`config.mk`:
```
export PLATFORM = sky130hd
export DESIGN_NAME = ex_muldiv
export DESIGN_NICKNAME = d
export VERILOG_FILES = /design/src/rtl/muldiv_pkg.sv /design/src/rtl/muldiv_iter_core.sv /design/src/rtl/ex_muldiv.sv
export SDC_FILE = /design/constraint.sdc
export NUM_CORES = 2
export LEC_CHECK = 0
export ABC_AREA = 1
export CAP_MARGIN = 0
export CELL_PAD_IN_SITES_DETAIL_PLACEMENT = 0
export CELL_PAD_IN_SITES_GLOBAL_PLACEMENT = 1
export CORE_MARGIN = 2
export CORE_UTILIZATION = 27
export CTS_BUF_LIST = sky130_fd_sc_hd__clkbuf_8
export CTS_CLUSTER_SIZE = 10
export DETAILED_ROUTE_END_ITERATION = 16
export GPL_TIMING_DRIVEN = 0
export PLACE_DENSITY = 0.55
export SKIP_LAST_GASP = 1
export SYNTH_ARGS = -nofsm -noshare
export SYNTH_HDL_FRONTEND = slang
export SYNTH_SLANG_ARGS = --single-unit
```
`constraint.sdc`:
```
create_clock -name clk -period 5.55 [get_ports clk]
set_input_delay 1.11 -clock clk [delete_from_list [all_inputs] [get_ports clk]]
set_output_delay 1.11 -clock clk [all_outputs]
set_load 0.01 [all_outputs]
```
`src/rtl/muldiv_pkg.sv`:
```
// rtl/muldiv_pkg.sv - shared constants and types for the EX-stage multiply/divide unit
//
// Holds the funct3 op encodings, the FSM state type, the iteration counts for
// full-width and W-variant ops, and a 32->64 sign-extension helper.
package muldiv_pkg;

  localparam logic [2:0] OP_MUL    = 3'b000;
  localparam logic [2:0] OP_MULH   = 3'b001;
  localparam logic [2:0] OP_MULHSU = 3'b010;
  localparam logic [2:0] OP_MULHU  = 3'b011;
  localparam logic [2:0] OP_DIV    = 3'b100;
  localparam logic [2:0] OP_DIVU   = 3'b101;
  localparam logic [2:0] OP_REM    = 3'b110;
  localparam logic [2:0] OP_REMU   = 3'b111;

  // Iteration counts: one bit of multiplier / dividend per CALC cycle.
  localparam logic [6:0] ITER_D = 7'd64;
  localparam logic [6:0] ITER_W = 7'd32;

  typedef enum logic [1:0] {
    S_IDLE = 2'd0,
    S_CALC = 2'd1,
    S_FIX  = 2'd2,
    S_DONE = 2'd3
  } state_t;

  function automatic logic [63:0] sext32(input logic [31:0] v);
    return {{32{v[31]}}, v};
  endfunction

endpackage

```
`src/rtl/muldiv_iter_core.sv`:
```
// rtl/muldiv_iter_core.sv - shared 128-bit shift-add multiply / restoring divide datapath
//
// Ports:
//   clk, rstn   clock, asynchronous active-low reset
//   load        capture operand magnitudes and op kind, clear the upper half
//   step        perform one iteration
//   is_div      op kind sampled on load (1 = divide, 0 = multiply)
//   word        W-variant, sampled on load (positions a 32-bit dividend)
//   a_in, b_in  magnitudes: multiplier/dividend and multiplicand/divisor
//   acc         {high, low}: product, or {remainder, quotient}
module muldiv_iter_core
  import muldiv_pkg::*;
(
  input  logic         clk,
  input  logic         rstn,
  input  logic         load,
  input  logic         step,
  input  logic         is_div,
  input  logic         word,
  input  logic [63:0]  a_in,
  input  logic [63:0]  b_in,
  output logic [127:0] acc
);

  logic [63:0] b_q;
  logic        div_q;
  logic [64:0] mul_sum;
  logic [64:0] div_trial;
  logic [64:0] div_diff;

  always_comb begin
    // Multiply consumes the multiplier from the LSB of the low half.
    mul_sum   = {1'b0, acc[127:64]} + (acc[0] ? {1'b0, b_q} : 65'd0);
    // Divide: partial remainder shifted left with the next dividend bit.
    // It is always below 2*divisor, so bit 64 of the difference is a clean borrow.
    div_trial = acc[127:63];
    div_diff  = div_trial - {1'b0, b_q};
  end

  always_ff @(posedge clk or negedge rstn) begin
    if (!rstn) begin
      acc   <= '0;
      b_q   <= '0;
      div_q <= 1'b0;
    end else if (load) begin
      b_q   <= b_in;
      div_q <= is_div;
      // A 32-bit dividend is placed at the top of the low half so MSB-first
      // shifting reaches it after 32 steps.
      acc   <= {64'd0, (is_div && word) ? {a_in[31:0], 32'd0} : a_in};
    end else if (step) begin
      if (div_q) begin
        if (!div_diff[64]) acc <= {div_diff[63:0], acc[62:0], 1'b1};
        else               acc <= {acc[126:0], 1'b0};
      end else begin
        acc <= {mul_sum, acc[63:1]};
      end
    end
  end

endmodule

```
`src/rtl/ex_muldiv.sv`:
```
// rtl/ex_muldiv.sv - RV64 M-extension multiply/divide unit for the EX stage
//
// Ports:
//   clk, rstn            clock, asynchronous active-low reset
//   start                op request from EX (accepted only when idle)
//   funct3, word         op select and W-variant flag
//   rs1_val, rs2_val     operands
//   rd_in                destination tag
//   flush                abort the op in flight, no done pulse
//   busy                 op in progress (CALC, FIX, DONE)
//   done                 one-cycle result-valid pulse
//   result, rd_out       result and tag, held until the next done
//   stall_req            freeze request to the hazard unit
module ex_muldiv
  import muldiv_pkg::*;
(
  input  logic        clk,
  input  logic        rstn,
  input  logic        start,
  input  logic [2:0]  funct3,
  input  logic        word,
  input  logic [63:0] rs1_val,
  input  logic [63:0] rs2_val,
  input  logic [4:0]  rd_in,
  input  logic        flush,
  output logic        busy,
  output logic        done,
  output logic [63:0] result,
  output logic [4:0]  rd_out,
  output logic        stall_req
);

  state_t       state;
  logic         fix_ph;
  logic [6:0]   cnt;
  logic [2:0]   f3_q;
  logic         word_q;
  logic [4:0]   rd_q;
  logic         neg_q;
  logic         spec_q;
  logic [63:0]  spec_val_q;
  logic [127:0] fix_q;

  logic         in_div, in_sa, in_sb, in_illegal, in_dz, in_ovf, in_spec, in_neg;
  logic         a_neg, b_neg;
  logic [63:0]  in_a, in_b, a_mag, b_mag, in_spec_val;
  logic         accept, core_load;
  logic [127:0] core_acc, raw;
  logic         hi_sel;
  logic [63:0]  sel;

  // Operand decode on the request inputs so the core loads on the accepting edge.
  always_comb begin
    in_div     = (funct3 == OP_DIV) || (funct3 == OP_DIVU) ||
                 (funct3 == OP_REM) || (funct3 == OP_REMU);
    in_sa      = (funct3 == OP_MULH) || (funct3 == OP_MULHSU) ||
                 (funct3 == OP_DIV)  || (funct3 == OP_REM);
    in_sb      = (funct3 == OP_MULH) || (funct3 == OP_DIV) || (funct3 == OP_REM);
    in_illegal = word && ((funct3 == OP_MULH) || (funct3 == OP_MULHSU) ||
                          (funct3 == OP_MULHU));
    if (word) begin
      in_a = in_sa ? sext32(rs1_val[31:0]) : {32'd0, rs1_val[31:0]};
      in_b = in_sb ? sext32(rs2_val[31:0]) : {32'd0, rs2_val[31:0]};
    end else begin
      in_a = rs1_val;
      in_b = rs2_val;
    end
    a_neg  = in_sa && in_a[63];
    b_neg  = in_sb && in_b[63];
    a_mag  = a_neg ? (64'd0 - in_a) : in_a;
    b_mag  = b_neg ? (64'd0 - in_b) : in_b;
    in_dz  = in_div && (in_b == 64'd0);
    in_ovf = in_div && in_sa && (in_b == '1) &&
             (in_a == (word ? 64'hFFFF_FFFF_8000_0000 : 64'h8000_0000_0000_0000));
    in_spec = in_illegal || in_dz || in_ovf;
    // funct3[1] separates remainder from quotient among the divide ops.
    if (in_dz)       in_spec_val = funct3[1] ? in_a : '1;
    else if (in_ovf) in_spec_val = funct3[1] ? 64'd0 : in_a;
    else             in_spec_val = 64'd0;
    // Remainder takes the dividend's sign; product and quotient the XOR.
    in_neg = (in_div && funct3[1]) ? a_neg : (a_neg ^ b_neg);
  end

  assign accept    = (state == S_IDLE) && start && !flush;
  assign core_load = accept && !in_spec;

  muldiv_iter_core u_core (
    .clk    (clk),
    .rstn   (rstn),
    .load   (core_load),
    .step   ((state == S_CALC) && !flush),
    .is_div (in_div),
    .word   (word),
    .a_in   (a_mag),
    .b_in   (b_mag),
    .acc    (core_acc)
  );

  always_comb begin
    if (f3_q[2])     raw = {64'd0, f3_q[1] ? core_acc[127:64] : core_acc[63:0]};
    else if (word_q) raw = {32'd0, core_acc[127:32]};  // 32 steps leave the product at [95:32]
    else             raw = core_acc;
    hi_sel = !f3_q[2] && (f3_q != OP_MUL);
    sel    = hi_sel ? fix_q[127:64] : fix_q[63:0];
  end

  assign stall_req = rstn && ((start && (state == S_IDLE)) ||
                              (state == S_CALC) || (state == S_FIX));

  // FIX takes two cycles: sign correction of the 128-bit value, then
  // half-select and W sign-extension.
  always_ff @(posedge clk or negedge rstn) begin
    if (!rstn) begin
      state      <= S_IDLE;
      fix_ph     <= 1'b0;
      cnt        <= '0;
      f3_q       <= '0;
      word_q     <= 1'b0;
      rd_q       <= '0;
      neg_q      <= 1'b0;
      spec_q     <= 1'b0;
      spec_val_q <= '0;
      fix_q      <= '0;
      busy       <= 1'b0;
      done       <= 1'b0;
      result     <= '0;
      rd_out     <= '0;
    end else begin
      done <= 1'b0;
      if (flush) begin
        state  <= S_IDLE;
        busy   <= 1'b0;
        fix_ph <= 1'b0;
        cnt    <= '0;
      end else begin
        case (state)
          S_IDLE: if (start) begin
            f3_q       <= funct3;
            word_q     <= word;
            rd_q       <= rd_in;
            neg_q      <= in_neg;
            spec_q     <= in_spec;
            spec_val_q <= in_spec_val;
            cnt        <= '0;
            fix_ph     <= 1'b0;
            busy       <= 1'b1;
            state      <= in_spec ? S_FIX : S_CALC;
          end
          S_CALC: begin
            if (cnt == (word_q ? ITER_W - 7'd1 : ITER_D - 7'd1)) begin
              cnt   <= '0;
              state <= S_FIX;
            end else begin
              cnt <= cnt + 7'd1;
            end
          end
          S_FIX: begin
            if (!fix_ph) begin
              if (spec_q)     fix_q <= {64'd0, spec_val_q};
              else if (neg_q) fix_q <= 128'd0 - raw;
              else            fix_q <= raw;
              fix_ph <= 1'b1;
            end else begin
              result <= word_q ? sext32(sel[31:0]) : sel;
              rd_out <= rd_q;
              done   <= 1'b1;
              fix_ph <= 1'b0;
              state  <= S_DONE;
            end
          end
          S_DONE: begin
            busy  <= 1'b0;
            state <= S_IDLE;
          end
          default: state <= S_IDLE;
        endcase
      end
    end
  end

endmodule

```
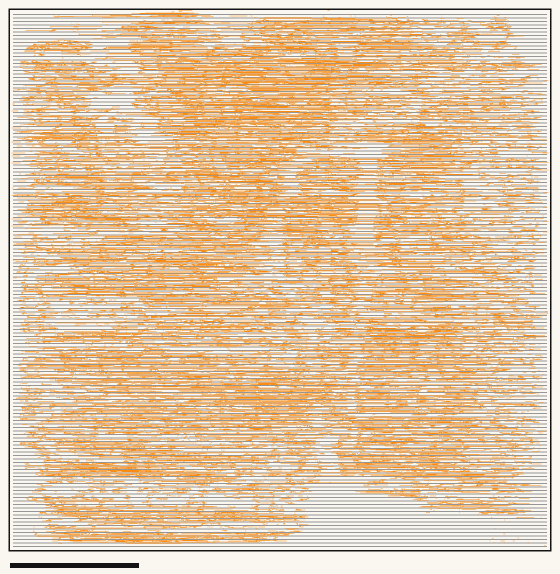
**Above:** signal wires on met1.
Bar = 100 µm. Supply wires on this layer in grey.
The layer holds 42% of the routed length. The wires run mostly horizontal. The layer carries 125 mm of wire.
final WL: 298000 µm
M1 GR Usage: 41.5%
via count: 55.4k

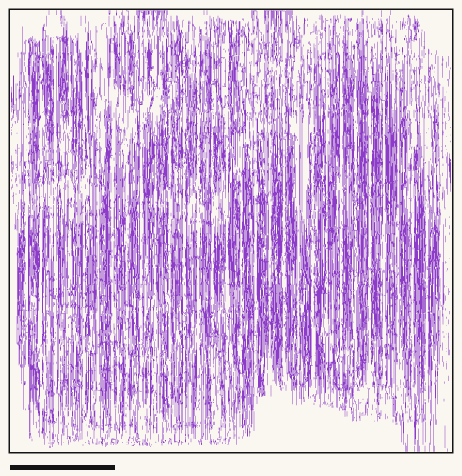
**Above:** M2 wires.
Bar = 100 µm.
The longest straight run is 194 µm. The layer carries 135 mm of wire. The layer holds 45% of the routed length. 6801 nets have wire on it.
grt met2 use: 54.1%

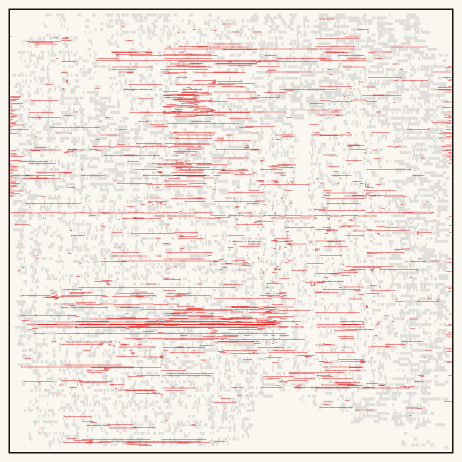
**Above:** M3 wires.
831 nets have wire on it. The longest straight run is 219 µm.
met3 Usage GRT: 4.39%

[synth_stat cells, types with 25 or more instances]
library cell,number
nand3_1,735
a21oi_1,271
o21a_1,25
o21ai_0,470
nor3_1,59
a22o_1,33
ha_1,137
nand2_1,3121
o211ai_1,38
nor2_1,1031
nand3b_1,34
o21bai_1,26
dfrtp_1,477
xor2_1,114
or2_2,47
inv_1,909
nand4_1,78
buf_2,80
xnor2_1,66
clkbuf_1,172
buf_1,38
o21ai_1,67
[power by group through the flow]
stage               combinational [W]  clock [W]  sequential, W
global route                   0.0222    0.00433        0.00707
floorplan                      0.0125          0        0.00551
CTS                            0.0201    0.00417        0.00703
finish                         0.0204    0.00409        0.00712
detailed placement             0.0200          0        0.00709
global placement               0.0200          0        0.00709
[cell families (layout without fill, tap and decap cells)]
logic type      after synthesis  count (layout)  share of synthesized area [%]
mux                          20              20                          0.429
buf+inv                    1240            1627                           10.6
flops                       477             477                           25.6
simple gates               5151            5151                           44.9
xor+xnor                    180             180                           3.38
other cells                   0              10                              0
compound gates              972             972                           11.4
fa+ha+maj                   139             139                           3.76
[worst max-delay path, cell delays in order]
cell and delay [ns]:
clkdlybuf4s50_1 0.86, inv_2 0.31, nand2_1 0.09, nand2_2 0.13, nand2_1 0.10, nand2_1 0.19
nand2_1 0.07, nand2_1 0.11, clkbuf_1 0.47, clkbuf_1 0.44, o21ai_0 0.69, nand4_1 0.25
nor2_1 0.06, nand4_1 0.12, o21ai_0 0.23, nor2_1 0.38, nor2_1 0.08
[stage by stage]
step | setup TNS [ns] | setup WS [ns] | area (µm²) | utilization [%]
floorplan | 0 | 2.38 | 46600 | -
global placement | -9299.49 | -19.60 | 51600 | 30.1
detailed placement | -0.929 | -0.259 | 51800 | 30.2
CTS | 0 | 0.644 | 53900 | 31.4
global route | 0 | 0.301 | 53900 | 31.4
finish | 0 | 0.555 | 54000 | 31.5
[flip-flops by register name (all words and copies together), names as in the netlist]
register      flops
done              1
u_core.b_q       64
u_core.acc      128
rd_out            5
result           64
busy              1
neg_q             1
spec_val_q       64
u_core.div_q      1
word_q            1
fix_ph            1
rd_q              5
fix_q           128
cnt               7
f3_q              3
state             2
spec_q            1
[final cells by class]
| cell class | instances | area (µm²) | share of cell area [%] |
|---|---|---|---|
| clock inverters | 48 | 442 | 0.819 |
| well taps | 2310 | 2890 | 5.36 |
| repair buffers | 217 | 2270 | 4.21 |
| diodes | 10 | 25.0 | 0.0464 |
| inverters | 923 | 3460 | 6.42 |
| flip-flops and latches | 477 | 11900 | 22.1 |
| clock buffers | 122 | 1680 | 3.11 |
| plain buffers | 317 | 1460 | 2.70 |
| multi-input cells | 6462 | 29800 | 55.2 |
[per-layer routing]
metal / up-vias / track usage (%) / wire length, µm
met5: - / 0 / 0
met4: 0 / 19.4 / 20700
met3: 526 / 4.39 / 16900
met2: 2057 / 54.1 / 135000
met1: 26300 / 41.5 / 125000
li1: 26500 / - / -
==> CHANGELOG.md <==
### Changed

- Detailed Routing Iterations Pass 1: 7
- Sequential Power Share: 22.6%
- Placed instance count: 10.7k
- Int Power: 0.0126 W
- FP Core Util: 27.2%
- Unrepaired setup endpoints after global routing: false
- Setup CP Type: input port to register
- Main flop type: dfrtp_1
- Clk slew on worst S/H paths: 0.07 ns
- Run status: complete, but fails checks
- Max-cap viol count: 2
- Vias per cell: 5.09
- Worst-Margin Slew: 1.56 ns
- Pin count of the biggest net entering global routing: 119
- DRT antenna net count: 0
- Antenna violations before repair: 14
- Clk latency late pin: 0.89 ns
- Root buf cell: clkbuf_8
- Flop-to-flop setup slack: 0.64 ns
- Worst r2r src: u_core.acc[63]$_DFFE_PN0P_
- Final Max Slew Viols: 11
- Mapped Cells: 8179
- Failing checks: max-capacitance violations, max-slew violations
- Max transition margin: -5.06%
- Tot Pwr: 0.0316 W
Power figures rest on the tool's default switching activity, not on a simulated workload.
